File: src/rtl/dbg_router.sv
// Debug-bus router: host port to NUM_SEG segments, segment 0 is the internal control register file.
// Optional statistics counters are compiled in with `define DBG_ROUTER_STATS_EN.
module dbg_router #(
  parameter int NUM_SEG = 4,
  parameter int SEG_W   = 2,
  parameter int ADDR_W  = 14,
  parameter int DATA_W  = 8,
  parameter int NUM_RST = 3,
  parameter int TIMEOUT = 15,
  parameter logic [DATA_W-1:0] ERR_DATA = DATA_W'(8'hEE)
) (
  input  logic                      clk,
  input  logic                      rst,
  input  logic [SEG_W+ADDR_W-1:0]   dbg_addr_i,
  input  logic                      dbg_wen_i,
  input  logic                      dbg_ren_i,
  input  logic [DATA_W-1:0]         dbg_wdata_i,
  output logic [DATA_W-1:0]         dbg_rdata_o,
  output logic                      dbg_rdata_vld_o,
  output logic                      dbg_busy_o,
  output logic [ADDR_W-1:0]         tgt_addr_o,
  output logic [DATA_W-1:0]         tgt_wdata_o,
  output logic [NUM_SEG-1:0]        tgt_wen_o,
  output logic [NUM_SEG-1:0]        tgt_ren_o,
  input  logic [NUM_SEG*DATA_W-1:0] tgt_rdata_i,
  input  logic [NUM_SEG-1:0]        tgt_rdata_vld_i,
  output logic [NUM_RST-1:0]        sys_rst_o,
  output logic                      dbg_err_o,
  output logic [2:0]                state_o
);
  // Handshake: dbg_wen_i/dbg_ren_i are single-cycle strobes accepted only while dbg_busy_o is low;
  // each accepted read yields exactly one dbg_rdata_vld_o pulse, targets answer with one tgt_rdata_vld_i pulse.
  localparam int TMR_W = (TIMEOUT > 0) ? $clog2(TIMEOUT + 1) : 1;

  typedef enum logic [2:0] {S_IDLE, S_WAIT, S_CTL, S_UNMAP, S_RESP} state_t;

  state_t              state_q, state_d;
  logic [TMR_W-1:0]    timer_q, timer_d;
  logic [SEG_W-1:0]    sel_q, sel_d;
  logic [ADDR_W-1:0]   addr_q, addr_d;
  logic [DATA_W-1:0]   rdata_q, rdata_d;
  logic [NUM_RST-1:0]  sys_rst_q, sys_rst_d;
  logic [2:0]          status_q, status_d, status_set, status_clr;
  logic [DATA_W-1:0]   sel_rdata, ctl_rdata;
  logic                sel_vld, idle, seg_unmapped, ctl_wr;
  logic [SEG_W-1:0]    seg;
  logic [ADDR_W-1:0]   in_addr;

  assign seg          = dbg_addr_i[SEG_W+ADDR_W-1 -: SEG_W];
  assign in_addr      = dbg_addr_i[ADDR_W-1:0];
  assign idle         = (state_q == S_IDLE);
  assign seg_unmapped = (int'(seg) >= NUM_SEG);
  assign ctl_wr       = idle && dbg_wen_i && (seg == '0);

`ifdef DBG_ROUTER_STATS_EN
  logic [15:0] rd_cnt_q, rd_cnt_d, err_cnt_q, err_cnt_d;
`endif

  always_comb begin
    tgt_wen_o = '0;
    tgt_ren_o = '0;
    for (int s = 1; s < NUM_SEG; s++) begin
      tgt_wen_o[s] = dbg_wen_i && idle && (seg == SEG_W'(s));
      tgt_ren_o[s] = dbg_ren_i && idle && (seg == SEG_W'(s));
    end
  end

  always_comb begin
    sel_rdata = '0;
    sel_vld   = 1'b0;
    for (int s = 0; s < NUM_SEG; s++) begin
      if (sel_q == SEG_W'(s)) begin
        sel_rdata = tgt_rdata_i[s*DATA_W +: DATA_W];
        sel_vld   = tgt_rdata_vld_i[s];
      end
    end
  end

  always_comb begin
    ctl_rdata = DATA_W'(8'hAA);
    case (addr_q)
      ADDR_W'(0): ctl_rdata = DATA_W'(sys_rst_q);
      ADDR_W'(1): ctl_rdata = DATA_W'(status_q);
      ADDR_W'(2): ctl_rdata = DATA_W'(TIMEOUT);
      ADDR_W'(3): ctl_rdata = DATA_W'(NUM_SEG);
`ifdef DBG_ROUTER_STATS_EN
      ADDR_W'(4): ctl_rdata = DATA_W'(rd_cnt_q[7:0]);
      ADDR_W'(5): ctl_rdata = DATA_W'(rd_cnt_q[15:8]);
      ADDR_W'(6): ctl_rdata = DATA_W'(err_cnt_q[7:0]);
      ADDR_W'(7): ctl_rdata = DATA_W'(err_cnt_q[15:8]);
`endif
      default:    ctl_rdata = DATA_W'(8'hAA);
    endcase
  end

  always_comb begin
    state_d    = state_q;
    timer_d    = timer_q;
    sel_d      = sel_q;
    addr_d     = addr_q;
    rdata_d    = rdata_q;
    status_set = '0;
    case (state_q)
      S_IDLE: begin
        if (dbg_ren_i) begin
          sel_d   = seg;
          addr_d  = in_addr;
          timer_d = TMR_W'(1);
          if (seg == '0)        state_d = S_CTL;
          else if (seg_unmapped) state_d = S_UNMAP;
          else                   state_d = S_WAIT;
        end
      end
      S_WAIT: begin
        if (sel_vld) begin
          rdata_d = sel_rdata;
          state_d = S_RESP;
        end else if ((TIMEOUT != 0) && (timer_q == TMR_W'(TIMEOUT))) begin
          rdata_d       = ERR_DATA;
          status_set[0] = 1'b1;
          state_d       = S_RESP;
        end else if (timer_q != '1) begin
          timer_d = timer_q + 1'b1;
        end
      end
      S_CTL: begin
        rdata_d = ctl_rdata;
        state_d = S_RESP;
      end
      S_UNMAP: begin
        rdata_d       = ERR_DATA;
        status_set[1] = 1'b1;
        state_d       = S_RESP;
      end
      S_RESP:  state_d = S_IDLE;
      default: state_d = S_IDLE;
    endcase
    if (!idle && (dbg_wen_i || dbg_ren_i)) status_set[2] = 1'b1;
    if (idle && dbg_wen_i && seg_unmapped) status_set[1] = 1'b1;
  end

  // Status is write-1-to-clear; a set in the same cycle wins over the clear.
  always_comb begin
    sys_rst_d  = sys_rst_q;
    status_clr = '0;
    if (ctl_wr && (in_addr == ADDR_W'(0))) sys_rst_d  = dbg_wdata_i[NUM_RST-1:0];
    if (ctl_wr && (in_addr == ADDR_W'(1))) status_clr = dbg_wdata_i[2:0];
    status_d = (status_q & ~status_clr) | status_set;
  end

`ifdef DBG_ROUTER_STATS_EN
  always_comb begin
    rd_cnt_d  = rd_cnt_q;
    err_cnt_d = err_cnt_q;
    if ((state_d == S_RESP) && (state_q != S_RESP)) rd_cnt_d = rd_cnt_q + 16'd1;
    if (status_set[0] || (state_q == S_UNMAP))       err_cnt_d = err_cnt_q + 16'd1;
    if (ctl_wr && (in_addr == ADDR_W'(4))) begin
      rd_cnt_d  = '0;
      err_cnt_d = '0;
    end
  end

  always_ff @(posedge clk) begin
    if (rst) begin
      rd_cnt_q  <= '0;
      err_cnt_q <= '0;
    end else begin
      rd_cnt_q  <= rd_cnt_d;
      err_cnt_q <= err_cnt_d;
    end
  end
`endif

  always_ff @(posedge clk) begin
    if (rst) begin
      state_q   <= S_IDLE;
      timer_q   <= '0;
      sel_q     <= '0;
      addr_q    <= '0;
      rdata_q   <= '0;
      sys_rst_q <= '1;
      status_q  <= '0;
    end else begin
      state_q   <= state_d;
      timer_q   <= timer_d;
      sel_q     <= sel_d;
      addr_q    <= addr_d;
      rdata_q   <= rdata_d;
      sys_rst_q <= sys_rst_d;
      status_q  <= status_d;
    end
  end

  assign dbg_rdata_o     = rdata_q;
  assign dbg_rdata_vld_o = (state_q == S_RESP);
  assign dbg_busy_o      = !idle;
  assign tgt_addr_o      = in_addr;
  assign tgt_wdata_o     = dbg_wdata_i;
  assign sys_rst_o       = sys_rst_q;
  assign dbg_err_o       = |status_q;
  assign state_o         = state_q;
endmodule

File: config.mk
export PLATFORM = sky130hd
export DESIGN_NAME = dbg_router
export DESIGN_NICKNAME = d
export VERILOG_FILES = /design/src/rtl/dbg_router.sv
export SDC_FILE = /design/constraint.sdc
export NUM_CORES = 1
export LEC_CHECK = 0
export CAP_MARGIN = 20
export CORE_MARGIN = 2
export CORE_UTILIZATION = 30
export CTS_BUF_LIST = sky130_fd_sc_hd__clkbuf_2
export CTS_CLUSTER_DIAMETER = 120
export CTS_CLUSTER_SIZE = 14
export DETAILED_ROUTE_END_ITERATION = 10
export SYNTH_ARGS = -nofsm -noshare
export SYNTH_HDL_FRONTEND = slang
export SYNTH_SLANG_ARGS = --single-unit
File: constraint.sdc
create_clock -name clk -period 3.1 [get_ports clk]
set_input_delay 0.62 -clock clk [delete_from_list [all_inputs] [get_ports clk]]
set_output_delay 0.62 -clock clk [all_outputs]
set_load 0.05 [all_outputs]
Run 1, signal wires on met3:
(6 px per µm)
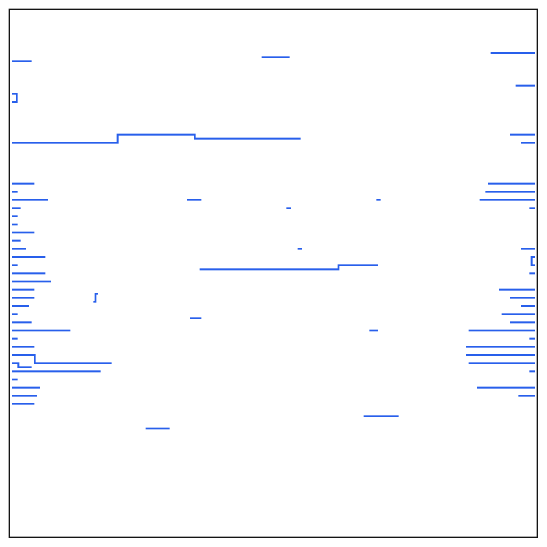
longest straight run	23.0 µm
main direction	horizontal
share of all routed wire	5.9%
nets with wire on the layer	60
wire length on this layer	342 µm

Run 1, congestion heat map:
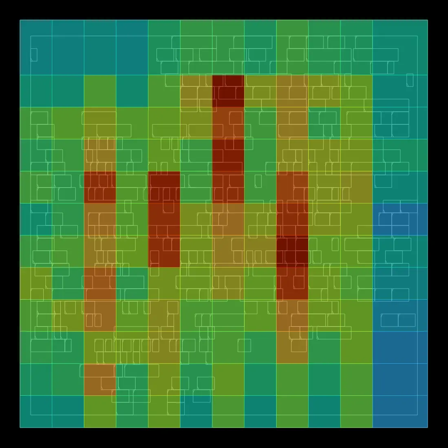
global router's overall resource usage: 14.9%
wire length per cell: 14.0 µm

==> impl_metrics.env, run 1 <==
# yosys + openroad results
export IMPL_synth_largest_type_area_fraction_pct=35.2
export IMPL_gr_total_overflow=0
export IMPL_postRouteAntennaNets=0
export IMPL_drt_pass1_iter_count=4
export IMPL_detail_route_drc_violations=0
export IMPL_layout_cell_area_non_filler_um2=3070
export IMPL_ir_worst_vdd_v=0.000179
export IMPL_postCtsSetupBuffers=0
export IMPL_fin_setup_tns_ns=0
export IMPL_hold_buffers=0
export IMPL_die_width_um=87.8
export IMPL_flop2flop_setup_slack_ns=0.94
export IMPL_critPathCapture="dbg_busy_o"
export IMPL_layout_drive_gt1_share_pct=8.78
export IMPL_yosys_area_share_adder_pct=0.595
export IMPL_core_area_um2=6790
export IMPL_crit_path_launch="state_o[0]$_SDFFE_PP0P_"
export IMPL_topCellsByArea="sky130_fd_sc_hd__dfxtp_1 35%, sky130_fd_sc_hd__mux4_1 10%, sky130_fd_sc_hd__buf_4 8.9%, sky130_fd_sc_hd__nand2_1 8.0%, sky130_fd_sc_hd__a21oi_1 5.9%"
export IMPL_cp_max_fo=9
export IMPL_tightestPinTransition_ns=0.578
export IMPL_io_pins=111
export IMPL_timing_final_hold_violations=0
export IMPL_period_needed_ns=2.84
export IMPL_whs_ns=0.470
export IMPL_edf_count=0
export IMPL_post_cts_resized_instances=0
export IMPL_gp_congestion=0.761
export IMPL_die_area_um2=7700
export IMPL_report_final_slew_viol_count=0
export IMPL_setup_violations=0
export IMPL_postSynth_asyncResetShare_pct=0
export IMPL_worst_setup_path_end_kind="output port"
export IMPL_synth_warning_count=0
export IMPL_rr_worst_depth=5
export IMPL_sw_frac_of_total_pct=36.7
export IMPL_aoi_share_pct=13.7
export IMPL_initialDrtViolationCount=53
export IMPL_run_status="finished clean"
export IMPL_synth_chip_area_um2=2100
export IMPL_synth_top_flop_cell="sky130_fd_sc_hd__dfxtp_1"
export IMPL_grt_setup_unrepaired="no"
export IMPL_synthXorXnorAreaFrac_pct=0.832
export IMPL_power_clock_total_uw=232
export IMPL_yosys_register_bits=37
export IMPL_fillerInstances=702
export IMPL_required_time_of_the_critical_path_ns=2.48
export IMPL_grt_first_pass_wirelength_um=8960
export IMPL_pwr_group_sequential_uw=532
export IMPL_timing_clock_skew_ns=0.0176
export IMPL_net_switching_power_uw=432
Run 1, gate families picked out:
(4 px per µm)
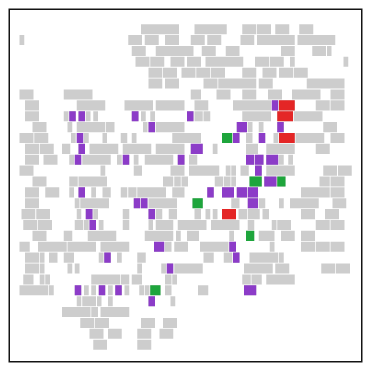
colour	family	cells	most used
green	AND and OR gates	6	and2_2
purple	inverting AOI/OAI gates	42	a21oi_1
red	AND-OR and OR-AND gates	4	o221a_1

## run 1: placed cells by master, fill, tap and decap left out, types with 5 or more instances in the layout
cell                              netlist  routed
sky130_fd_sc_hd__clkdlybuf4s50_1        0      92
sky130_fd_sc_hd__nand2_1               45      45
sky130_fd_sc_hd__dfxtp_1               37      37
sky130_fd_sc_hd__a21oi_1               25      25
sky130_fd_sc_hd__nor2_1                13      13
sky130_fd_sc_hd__nor3_1                 8       8
sky130_fd_sc_hd__nand2b_1               8       8
sky130_fd_sc_hd__mux4_1                 8       8
sky130_fd_sc_hd__buf_4                 25       8
sky130_fd_sc_hd__nor4_1                 7       7
sky130_fd_sc_hd__inv_1                  6       6
sky130_fd_sc_hd__clkbuf_2               0       5
## run 1: critical path, stage by stage (launching register included)
cell and delay (ns):
sky130_fd_sc_hd__dfxtp_1 0.46, sky130_fd_sc_hd__nor3_1 0.51, sky130_fd_sc_hd__inv_1 0.12, sky130_fd_sc_hd__clkdlybuf4s50_1 0.72
## run 1: final cells by class
type	count	area, µm²	share of cell area (%)
clock buffers	5	25.0	0.814
flip-flops and latches	37	741	24.1
well taps	96	120	3.91
multi-input cells	165	1100	35.9
repair buffers	103	1040	33.9
clock inverters	3	22.5	0.733
inverters	6	22.5	0.733
## run 1: per-stage QoR
stage	std cells	power (mW)
6_report	415	1.18
5_1_grt	415	1.24
4_1_cts	415	1.19
3_5_place_dp	407	0.958
3_3_place_gp	407	0.956
2_1_floorplan	242	0.818
## run 1: flip-flops by register name, summed over array words and instances, names as in the netlist
name	cells
addr_q	14
status_q	3
sel_q	2
state_o	3
timer_q	4
dbg_rdata_o	8
sys_rst_o	3
## run 1: metal layers
layer / GRT usage [%] / part of all wire [%]
met1: 19.6 / 45
met2: 24.2 / 47
met3: 3.39 / 5.9
met4: 5.03 / 1.5
met5: 0 / 0
==> run 1 -> run 2 <==
==> constraint.sdc (replaced) <==
create_clock -name clk -period 3.25 [get_ports clk]
set_input_delay 0.4875 -clock clk [delete_from_list [all_inputs] [get_ports clk]]
set_output_delay 0.4875 -clock clk [all_outputs]
set_load 0.05 [all_outputs]
==> run 2 against run 1 <==
Sequential power down 3.9%. Non-clock buffer count down 2. Power fell by 4.3%. Combinational power down 5.8%. First-iteration DRC count decreased by 25%. Clock skew decreased by 0.0061 ns. Routed wire length shrank 0.12%. Synthesized area stayed put. Flip-flop count did not move. Via count is 0.86% higher. Critical path type unchanged. Critical endpoint is now tgt_wen_o[2]. Largest power group unchanged.
==> impl_metrics.env, run 2 <==
# yosys + openroad results
export IMPL_timing_clock_skew_ns=0.0116
export IMPL_edf_count=0
export IMPL_final_std_cells_w_o_fill=413
export IMPL_period_needed_ns=2.79
export IMPL_synth_chip_area_um2=2100
export IMPL_cp_max_fo=9
export IMPL_gp_congestion=0.795
export IMPL_timing_final_hold_violations=0
export IMPL_hold_buffers=0
export IMPL_postRouteAntennaNets=0
export IMPL_die_area_um2=7700
export IMPL_report_final_slew_viol_count=0
export IMPL_required_time_of_the_critical_path_ns=2.76
export IMPL_initialDrtViolationCount=40
export IMPL_fin_setup_tns_ns=0
export IMPL_wl_met2_um=2680
export IMPL_worst_setup_path_end_kind="output port"
export IMPL_crit_path_cell_trace="nor3_1 > buf_4 > nand2_1 > nor2_1 > clkdlybuf4s50_1"
export IMPL_grt_setup_unrepaired="no"
export IMPL_largest_register="addr_q"
export IMPL_run_status="finished clean"
export IMPL_power_total_mw=1.13
export IMPL_tightestPinTransition_ns=0.651
export IMPL_postCtsSetupBuffers=0
export IMPL_yosys_register_bits=37
export IMPL_track_usage_pct=15.5
export IMPL_core_area_um2=6790
-- run 2: layer usage --
layer,track usage (%),vias to the layer above
met3,3.58,11
met1,21.3,935
li1,-,986
met4,5.03,0
met2,24.2,71
met5,0,-
-- run 2: kinds of logic after synthesis --
family	count (synthesis)	synth area share, %
XOR/XNOR	2	0.832
buffers and inverters	40	12.6
multiplexers	13	13.0
AND/OR/NAND/NOR	101	23.9
flip-flops	37	35.2
AND-OR/OR-AND	46	13.7
other	1	0.178
adder cells (fa/ha/maj)	1	0.594
-- run 2: final timing paths --
kind / slack [ns] / startpoint / endpoint / cells past startpoint
worst max-delay path: 0.46 / state_o[0]$_SDFFE_PP0P_ / tgt_wen_o[2] / 5
worst min-delay path: 0.47 / addr_q[2]$_SDFFE_PP0P_ / addr_q[2]$_SDFFE_PP0P_ / 2
worst min register to register: 0.47 / addr_q[2]$_SDFFE_PP0P_ / addr_q[2]$_SDFFE_PP0P_ / 2
worst max register to register: 0.93 / sel_q[0]$_SDFFE_PP0P_ / dbg_rdata_o[3]$_SDFFE_PP0P_ / 5
-- run 2: power breakdown --
group          switching, mW  internal [mW]  total, mW
clock                  0.172         0.0543      0.226
combinational          0.218          0.171      0.389
sequential            0.0280          0.483      0.511
total                  0.418          0.708       1.13
-- run 2: worst min-delay path, cell delays in order, from the launching register on --
cell	delay (ns)
sky130_fd_sc_hd__dfxtp_1	0.35
sky130_fd_sc_hd__nand2_1	0.05
sky130_fd_sc_hd__a21oi_1	0.05
-- run 2: layout make-up --
class                   count  area [µm²]
repair buffers            101         996
clock inverters             3        21.3
clock buffers               5        25.0
fillers                   682        3770
inverters                   6        22.5
multi-input cells         165        1100
well taps                  96         120
flip-flops and latches     37         741
Run 2, cell sizes after repair:
(4 px per µm)
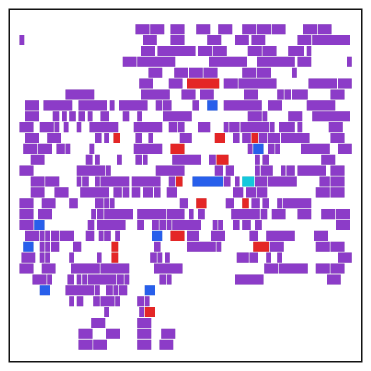
colour	size	cells
purple	drive 1 or less	294
red	drive 2	14
cyan	drive 6 and up	1
blue	drive 3 to 4	8

Power is estimated from default activity; no workload was simulated.
